$ cat config.mk
export PLATFORM = sky130hd
export DESIGN_NAME = pipeline_stage_elastic
export DESIGN_NICKNAME = d
export VERILOG_FILES = /design/src/rtl/pipeline_stage_elastic.sv
export SDC_FILE = /design/constraint.sdc
export NUM_CORES = 1
export LEC_CHECK = 0
export CORE_MARGIN = 10
export CORE_UTILIZATION = 36
export CTS_BUF_LIST = sky130_fd_sc_hd__clkbuf_8
export CTS_CLUSTER_SIZE = 16
export DETAILED_ROUTE_END_ITERATION = 7
export REMOVE_ABC_BUFFERS = 1
export SYNTH_ARGS = -nofsm -noshare
export SYNTH_HDL_FRONTEND = slang
export SYNTH_SLANG_ARGS = --single-unit
$ cat constraint.sdc
create_clock -name clk_i -period 4.09 [get_ports clk_i]
set_clock_uncertainty 0.1 [all_clocks]
set_input_delay 0.409 -clock clk_i [delete_from_list [all_inputs] [get_ports clk_i]]
set_output_delay 0.409 -clock clk_i [all_outputs]
set_load 0.01 [all_outputs]
$ cat src/rtl/pipeline_stage_elastic.sv
// Elastic pipeline stage register with valid/ready handshake.
//
// Holds a datapath payload and a control payload between two pipeline stages.
// SKID != 0 gives a two-entry stage (main + skid) whose in_ready_o depends only
// on registered state and stall_i. SKID == 0 gives a single entry with a
// combinational in_ready_o. flush_i drops every stored beat and the input beat
// of the same cycle, and the output shows a control bubble.
//
// Ports:
//   clk_i        clock, all state on the rising edge
//   rst_ni       synchronous active-low reset
//   stall_i      upstream hold: forces in_ready_o low, stored beats still drain
//   flush_i      discard stored beats and the current input beat
//   in_valid_i   upstream beat present
//   in_ready_o   stage accepts a beat this cycle
//   in_data_i    upstream datapath payload
//   in_ctrl_i    upstream control payload
//   out_valid_o  out_data_o/out_ctrl_o carry a live beat
//   out_ready_i  downstream accepts the beat this cycle
//   out_data_o   datapath payload to the next stage
//   out_ctrl_o   control payload, CTRL_BUBBLE whenever out_valid_o is low
//   occ_o        number of stored beats (0..2)
module pipeline_stage_elastic #(
  parameter int unsigned        DATA_W      = 128,
  parameter int unsigned        CTRL_W      = 16,
  parameter logic [CTRL_W-1:0]  CTRL_BUBBLE = '0,
  parameter int unsigned        SKID        = 1
) (
  input  logic              clk_i,
  input  logic              rst_ni,
  input  logic              stall_i,
  input  logic              flush_i,
  input  logic              in_valid_i,
  output logic              in_ready_o,
  input  logic [DATA_W-1:0] in_data_i,
  input  logic [CTRL_W-1:0] in_ctrl_i,
  output logic              out_valid_o,
  input  logic              out_ready_i,
  output logic [DATA_W-1:0] out_data_o,
  output logic [CTRL_W-1:0] out_ctrl_o,
  output logic [1:0]        occ_o
);

  // Encoding equals the occupancy count so occ_o is the state itself.
  typedef enum logic [1:0] {
    StEmpty = 2'd0,
    StOne   = 2'd1,
    StFull  = 2'd2
  } state_e;

  state_e              state_q, state_d;
  logic [DATA_W-1:0]   main_data_q, main_data_d;
  logic [CTRL_W-1:0]   main_ctrl_q, main_ctrl_d;
  logic [DATA_W-1:0]   skid_data_q, skid_data_d;
  logic [CTRL_W-1:0]   skid_ctrl_q, skid_ctrl_d;

  logic main_valid;
  logic skid_valid;
  logic accept;
  logic pop;

  assign main_valid = (state_q != StEmpty);
  assign skid_valid = (state_q == StFull);

  always_comb begin
    if (SKID != 0) begin
      in_ready_o = !skid_valid && !stall_i;
    end else begin
      in_ready_o = (!main_valid || out_ready_i) && !stall_i;
    end
  end

  assign accept = in_valid_i && in_ready_o;
  assign pop    = main_valid && out_ready_i;

  always_comb begin
    state_d     = state_q;
    main_data_d = main_data_q;
    main_ctrl_d = main_ctrl_q;
    skid_data_d = skid_data_q;
    skid_ctrl_d = skid_ctrl_q;

    if (flush_i) begin
      // Flush wins over any handshake, including a pending pop with out_ready_i low.
      state_d     = StEmpty;
      main_data_d = '0;
      main_ctrl_d = CTRL_BUBBLE;
      skid_data_d = '0;
      skid_ctrl_d = CTRL_BUBBLE;
    end else if (SKID != 0) begin
      unique case (state_q)
        StEmpty: begin
          if (accept) begin
            state_d     = StOne;
            main_data_d = in_data_i;
            main_ctrl_d = in_ctrl_i;
          end
        end
        StOne: begin
          if (pop) begin
            if (accept) begin
              main_data_d = in_data_i;
              main_ctrl_d = in_ctrl_i;
            end else begin
              // Payload is kept so out_data_o holds its last value while empty.
              state_d = StEmpty;
            end
          end else if (accept) begin
            state_d     = StFull;
            skid_data_d = in_data_i;
            skid_ctrl_d = in_ctrl_i;
          end
        end
        StFull: begin
          // in_ready_o is low here, so only the skid entry can refill main.
          if (pop) begin
            state_d     = StOne;
            main_data_d = skid_data_q;
            main_ctrl_d = skid_ctrl_q;
          end
        end
        default: begin
          state_d = StEmpty;
        end
      endcase
    end else begin
      if (accept) begin
        state_d     = StOne;
        main_data_d = in_data_i;
        main_ctrl_d = in_ctrl_i;
      end else if (pop) begin
        state_d = StEmpty;
      end
    end
  end

  always_ff @(posedge clk_i) begin
    if (!rst_ni) begin
      state_q     <= StEmpty;
      main_data_q <= '0;
      main_ctrl_q <= CTRL_BUBBLE;
      skid_data_q <= '0;
      skid_ctrl_q <= CTRL_BUBBLE;
    end else begin
      state_q     <= state_d;
      main_data_q <= main_data_d;
      main_ctrl_q <= main_ctrl_d;
      skid_data_q <= skid_data_d;
      skid_ctrl_q <= skid_ctrl_d;
    end
  end

  assign out_valid_o = main_valid;
  assign out_data_o  = main_data_q;
  assign out_ctrl_o  = main_valid ? main_ctrl_q : CTRL_BUBBLE;
  assign occ_o       = state_q;

endmodule

Fig. 1: run 1, cell classes on the final placement
Scale: 2 px per um. Fill, decap, tap and diode cells in gray.
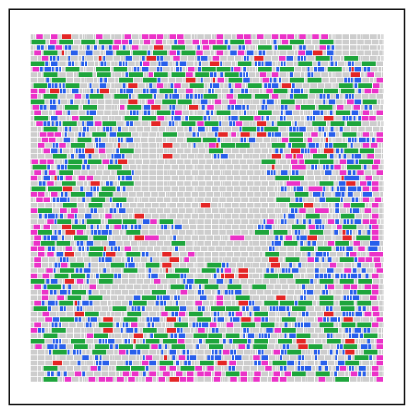
remaining buffers and delay cells: drawn in magenta, cells 313. sequential cells: drawn in green, cells 290. combinational and other logic: drawn in blue, cells 900. clock drivers and dummy loads: drawn in red, cells 86.
row cnt: 64
sequential cell area share: 0.3759

Fig. 2: run 1, clock wires, drivers and flops
Scale: 3 px per um.
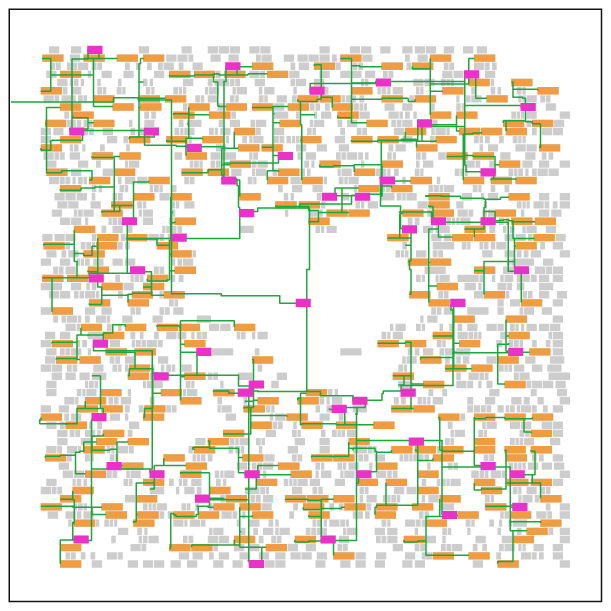
clock drivers: drawn in magenta, count 50. clock wires: drawn in green, length 3970 um. flip-flops: drawn in orange, count 290.
Position of the flops: spread over the die. There are 51 routed clock nets.

Fig. 3: run 1, floorplan with the power grid
Scale: 2 px per um. Pins as bars on the die edge.
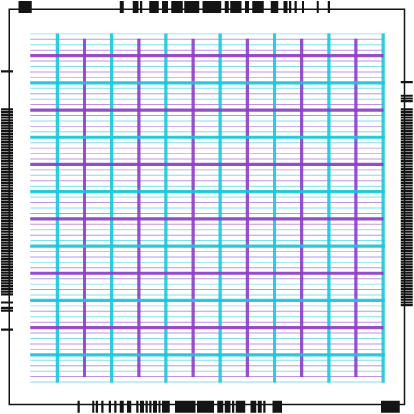
VSS: drawn in cyan. VDD: drawn in purple.
298 signal pins sit on the boundary. 65 met1 rails follow the rows. 13 straps on met4.

Fig. 4: run 1, routing congestion map
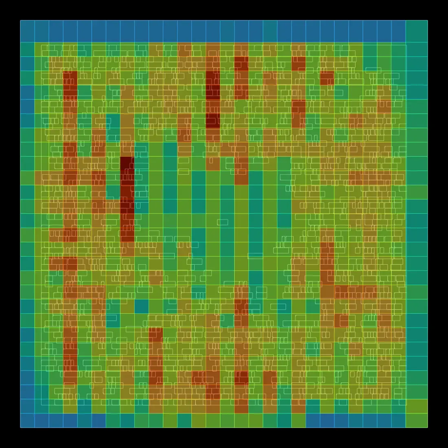
GR met3 Demand/Resource: 0.05349
Core Util, Final: 0.5023
met1 global-route usage: 0.2232

==> flow_summary.ini, run 1 <==
; implementation run metrics
[status]
outcome = complete, no violations

[final_timing]
layout_setup_ws_ps = 1298
clock.fmax_mhz = 358.1
period_needed_ps = 2792
setup_viol = 0
worst_slew_pin_slew_ps = 885.6

[clock_tree]
post_cts_buffers = 0
post_cts_resize_count = 0
clkLatencyLatePin_ps = 540
cts.sinks = 290

[place]
gp_congestion = 0.7564
port_buffers = 297
hpwl_um = 21620

[synthesis]
yosysUniqueCellTypes = 19
syn_inst = 1302
synth.avg_cell_area_sq_um = 8.653

[grt]
grt_max_degree = 145
antenna_found_initial = 0

[run]
maxCapViolations = 0

[critical_path]
path_buffers = 2
crit_chain = nor2_1 -> buf_4 -> nor2b_1 -> clkdlybuf4s50_1

[layout]
areaGrowthSynthToFinish_pct = 37.11

[detailed_routing]
firstDrtPassIters = 5
post_drt_wl_per_cell_um = 17.34

[floorplan]
die_area_sq_um = 38770

[min_path]
min_from = in_data_i[100]
-- run 1: logic make-up after synthesis --
family,after synthesis,synth area share
compound gates,435,0.1950
buf+inv,113,0.04809
flops,290,0.5153
mux,145,0.1288
simple gates,319,0.1127
-- run 1: power breakdown --
part	internal (uW)	switching (uW)	leakage, uW
clock	1470	1140	0.000578
sequential	2880	28.7	0.00235
combinational	274	243	0.00340
total	4620	1410	0.00633
-- run 1: routing by layer --
layer	vias to the layer above	share of wire	GRT usage
met1	4547	0.46	0.2232
met5	-	0	0
li1	4966	-	-
met3	46	0.074	0.05349
met2	251	0.45	0.2662
met4	0	0.017	0.04301
-- run 1: worst max path at each step --
stage	startpoint	to	slack, ps	cells after the start
finish	occ_o[1]	out_ctrl_o[10]	1300	4
global route	occ_o[1]	out_ctrl_o[7]	1150	4
CTS	occ_o[1]	out_ctrl_o[10]	1230	4
detailed placement	out_ready_i	skid_data_q[78]	1270	6
global placement	out_ready_i	skid_data_q[82]	1300	6
floorplan	occ_o[0]	main_ctrl_q[0]	-2370	3
-- run 1: worst reg2reg max path: cells and delay by family (launching register included) --
family | cells | cell delay [ps]
compound gates | 1 | 150
simple gates | 3 | 780
flops | 1 | 560
buf+inv | 1 | 770
-- run 1: final cells by class --
cell class	count	area, sq um
fill	2909	15300
sequential	290	5806
multi-input combinational	899	4951
timing repair buffer	313	3181
clock buffer	68	935.9
tap	396	495.5
clock inverter	18	73.82
inverter	1	3.754
-- run 1: flip-flops by register name, indices dropped and copies added (netlist names) --
register,count
main_ctrl_q,16
occ_o,2
out_data_o,128
skid_ctrl_q,16
skid_data_q,128
-- run 1: metrics by stage --
step	setup TNS, ps	total power, uW
2_1_floorplan	-345340	3152
3_3_place_gp	0	3486
3_5_place_dp	0	3489
4_1_cts	0	6124
5_1_grt	0	6304
6_report	0	6033
-- run 1: cell usage in the layout, fill, tap and decap left out, types with 2 or more instances in the layout --
master           count
buf_4                9
clkdlybuf4s50_1    297
clkbuf_8            68
nand2b_4             2
dfxtp_1            290
nor2b_1             17
inv_1               14
buf_12               7
a21oi_1            289
mux2i_1            145
nor2_1               5
nand2_1            288
o21ai_0            144
clkinv_2             5
Fig. 5: run 1, where the registers sit
Scale: 2 px per um.
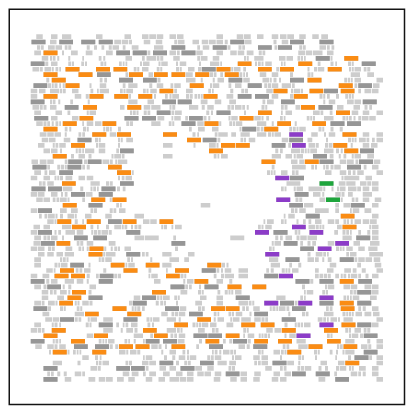

--- run 2 (diff from run 1) ---
Clock period 4.09 ns to 2.2 ns, I/O delays scaled along.
Fig. 6: run 2, where the registers sit
Scale: 2 px per um.
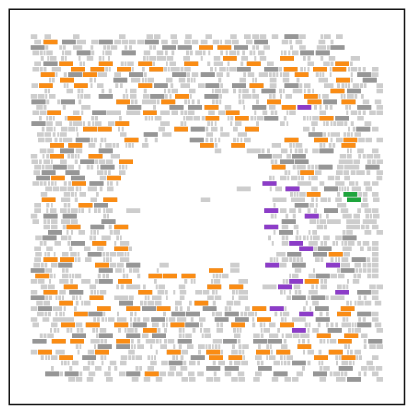
skid_data_q: drawn in orange, placed flops 128, where spread over the die. skid_ctrl_q: drawn in purple, placed flops 16. occ_o: drawn in green, placed flops 2.
Another 144 sequential cells are not colored.

==> flow_summary.ini, run 2 <==
; implementation run metrics
[synthesis]
synth.avg_cell_area_sq_um = 8.653
aoi_share = 0.1950
top_logic_kind = AND-OR/OR-AND gates
syn_inst = 1302
adder_share = 0
ys_sh_mux = 0.1288

[final_timing]
worst_slew_pin_slew_ps = 503.5
clock.fmax_mhz = 474.1
period_needed_ps = 2109
tns_ps = 0

[layout]
final_util = 0.5105
layout.area.comb_sq_um = 4959

[critical_path]
path_buffers = 2
crit_chain = nor2_4 -> buf_12 -> nor2b_1 -> clkdlybuf4s50_1

[run]
maxCapViolations = 0

[status]
outcome = complete, no violations

[clock_tree]
cts.sinks = 290
clkLatencyLatePin_ps = 540

[place]
gp_congestion = 0.7496

[detailed_routing]
post_drt_wl_per_cell_um = 17.37

[floorplan]
die_area_sq_um = 38770
[run 2: cells by family after synthesis]
family	after synthesis
DFF	290
buffers and inverters	113
muxes	145
and+or+nand+nor	319
AOI/OAI and AO/OA	435
[run 2: worst register-to-register path, cell delays in order, from the launching register on]
cell,delay [ps]
dfxtp_1,330
buf_4,150
nor2b_2,200
o31ai_4,290
buf_12,260
buf_12,270
o21ai_0,150
a21oi_1,170
[run 2: metal layers]
layer	track usage	share of wire	wire length (um)	vias to the layer above
li1	-	-	-	4996
met1	0.2249	0.46	15900	4587
met2	0.2688	0.45	15730	256
met3	0.05434	0.076	2639	43
met4	0.03845	0.013	440	4
met5	0	0.00058	20	-
[run 2: cell type report]
type                       instances  area share
clock inverter                    16    0.005579
inverter                           1   0.0002391
sequential                       290      0.3698
timing repair buffer             335      0.2226
multi-input combinational        899      0.3159
tap                              396     0.03156
clock buffer                      62     0.05436
[run 2: metrics by stage]
stage | setup WS, ps | cells
2_1_floorplan | -4259 | 1190
3_3_place_gp | 85.53 | 1920
3_5_place_dp | 28.01 | 1920
4_1_cts | 44.51 | 1998
5_1_grt | -0.1137 | 1999
6_report | 90.52 | 1999
[run 2: where the power goes]
group,internal [uW],switching (uW),leakage [uW],total [uW]
Combinational,541,458,0.00357,999
Clock,2610,2060,0.000538,4670
Sequential,5360,55.5,0.00235,5410
Total,8510,2580,0.00646,11100
[run 2: timing repair]
item	CTS	global route
setup buffers	0	1
pin swaps	0	1
setup endpoints to repair	18	15
gates resized	3	0
[run 2: worst paths after layout]
path	endpoint	start	slack, ps
worst max register to register	out_data_o[126]	occ_o[0]	200
worst min register to register	skid_data_q[70]	skid_data_q[70]	350
worst max-delay path	out_ctrl_o[1]	occ_o[0]	90
worst min-delay path	skid_data_q[76]	in_data_i[76]	150
--- run 3 (diff from run 2) ---
Settings changed: CTS_CLUSTER_SIZE 16 to 12, SLEW_MARGIN from default to 5.
Fig. 7: run 3, clock wires, drivers and flops
Scale: 3 px per um.
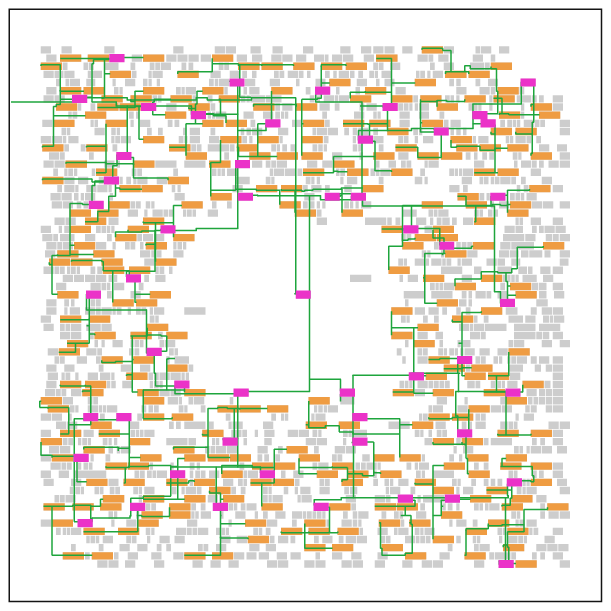
latest clock arrival within the worst-skew pair: 540 ps
Clk. pwr: 4670 uW

==> flow_summary.ini, run 3 <==
; implementation run metrics
[power]
power_switching_uw = 2578
internal-power_uw = 8506
clkPwrFrac = 0.422
sequentialPowerShare = 0.488

[final_timing]
period_needed_ps = 2109
clock.fmax_mhz = 474.1
worst_slew_pin_slew_ps = 503.5

[critical_path]
startpoint = occ_o[0]
path_buffers = 2
path_class = reg2out
reg2reg_setup_slack_ps = 200
endpoint = out_ctrl_o[1]
r2r-end = out_data_o[126]
crit_chain = nor2_4 -> buf_12 -> nor2b_1 -> clkdlybuf4s50_1
cp-start-kind = flip-flop
critPathRequiredTime_ps = 1880
reg2reg_from = occ_o[0]

[floorplan]
die_area_sq_um = 38770
ios = 298

[status]
outcome = complete, no violations

[synthesis]
synth.most_common_cell = dfxtp_1
synth.avg_cell_area_sq_um = 8.653
synth-async-reset-ratio = 0
syn_inst = 1302
yosys-top-cells-area = dfxtp_1 52%, mux2i_1 13%, a21oi_1 13%
yosysTopAreaCell = dfxtp_1
ys.flops = 290

[layout]
final_cells = 1999
mostFrequentLayoutCells = 296 x clkdlybuf4s50_1, 290 x dfxtp_1, 289 x a21oi_1
final_util = 0.5105

[run]
maxCapViolations = 0

[detailed_routing]
post_drt_wl_per_cell_um = 17.37

[place]
gp_congestion = 0.7496
dp.cells = 1920
place_area_sq_um = 14730

[grt]
grt_pass1_vias = 9766

[clock_tree]
cts.sinks = 290
run 3: cells by family (layout without fill, tap and decap cells):
logic type      Yosys count  in the layout  share of synthesized area
flops                   290            290                     0.5153
simple gates            319            319                     0.1127
compound gates          435            435                     0.1950
buf+inv                 113            414                    0.04809
mux                     145            145                     0.1288
run 3: worst min path at each step:
stage,start,to,slack [ps]
6_report,in_data_i[76],skid_data_q[76],150
3_3_place_gp,skid_ctrl_q[13],skid_ctrl_q[13],340
3_5_place_dp,skid_data_q[71],skid_data_q[71],350
5_1_grt,in_data_i[76],skid_data_q[76],130
4_1_cts,in_data_i[90],skid_data_q[90],110
2_1_floorplan,in_ctrl_i[0],skid_ctrl_q[0],260
run 3: power groups by stage:
| stage | sequential, uW | combinational, uW | clock [uW] |
|---|---|---|---|
| CTS | 5410 | 1010 | 4820 |
| floorplan | 5550 | 311 | 0 |
| detailed placement | 5520 | 1000 | 0 |
| finish | 5410 | 999 | 4670 |
| global route | 5420 | 1090 | 5070 |
| global placement | 5520 | 993 | 0 |
run 3: cell type report:
cell class | instances | area (sq um)
flip-flops and latches | 290 | 5806
fillers | 2882 | 15050
multi-input cells | 899 | 4959
inverters | 1 | 3.754
repair buffers | 335 | 3495
clock buffers | 62 | 853.3
clock inverters | 16 | 87.58
well taps | 396 | 495.5
run 3: layer usage:
| layer | routed length [um] | track usage | share of wire | vias up |
|---|---|---|---|---|
| met5 | 20 | 0 | 0.00058 | - |
| li1 | - | - | - | 4996 |
| met1 | 15900 | 0.2249 | 0.46 | 4587 |
| met2 | 15730 | 0.2688 | 0.45 | 256 |
| met3 | 2639 | 0.05434 | 0.076 | 43 |
| met4 | 440 | 0.03845 | 0.013 | 4 |
run 3: repair_timing:
item                       CTS  global route
setup endpoints to repair   18            15
hold endpoints to repair     0             0
pin swaps                    0             1
setup buffers                0             1
gates resized                3             0
run 3: tightest hold or removal path, cell delays in order:
cell and delay (ps):
clkdlybuf4s50_1 420, nand2_1 60, a21oi_1 50
run 3: stage by stage:
stage          hold WS [ps]  power (uW)  setup TNS, ps  setup WS [ps]
3_3_place_gp          340.7        6515              0          85.53
2_1_floorplan         256.0        5859        -827790          -4259
5_1_grt               134.9       11580        -0.1137        -0.1137
6_report              148.7       11080              0          90.52
3_5_place_dp          345.6        6521              0          28.01
4_1_cts               109.4       11240              0          44.51
Power figures rest on the tool's default switching activity, not on a simulated workload.
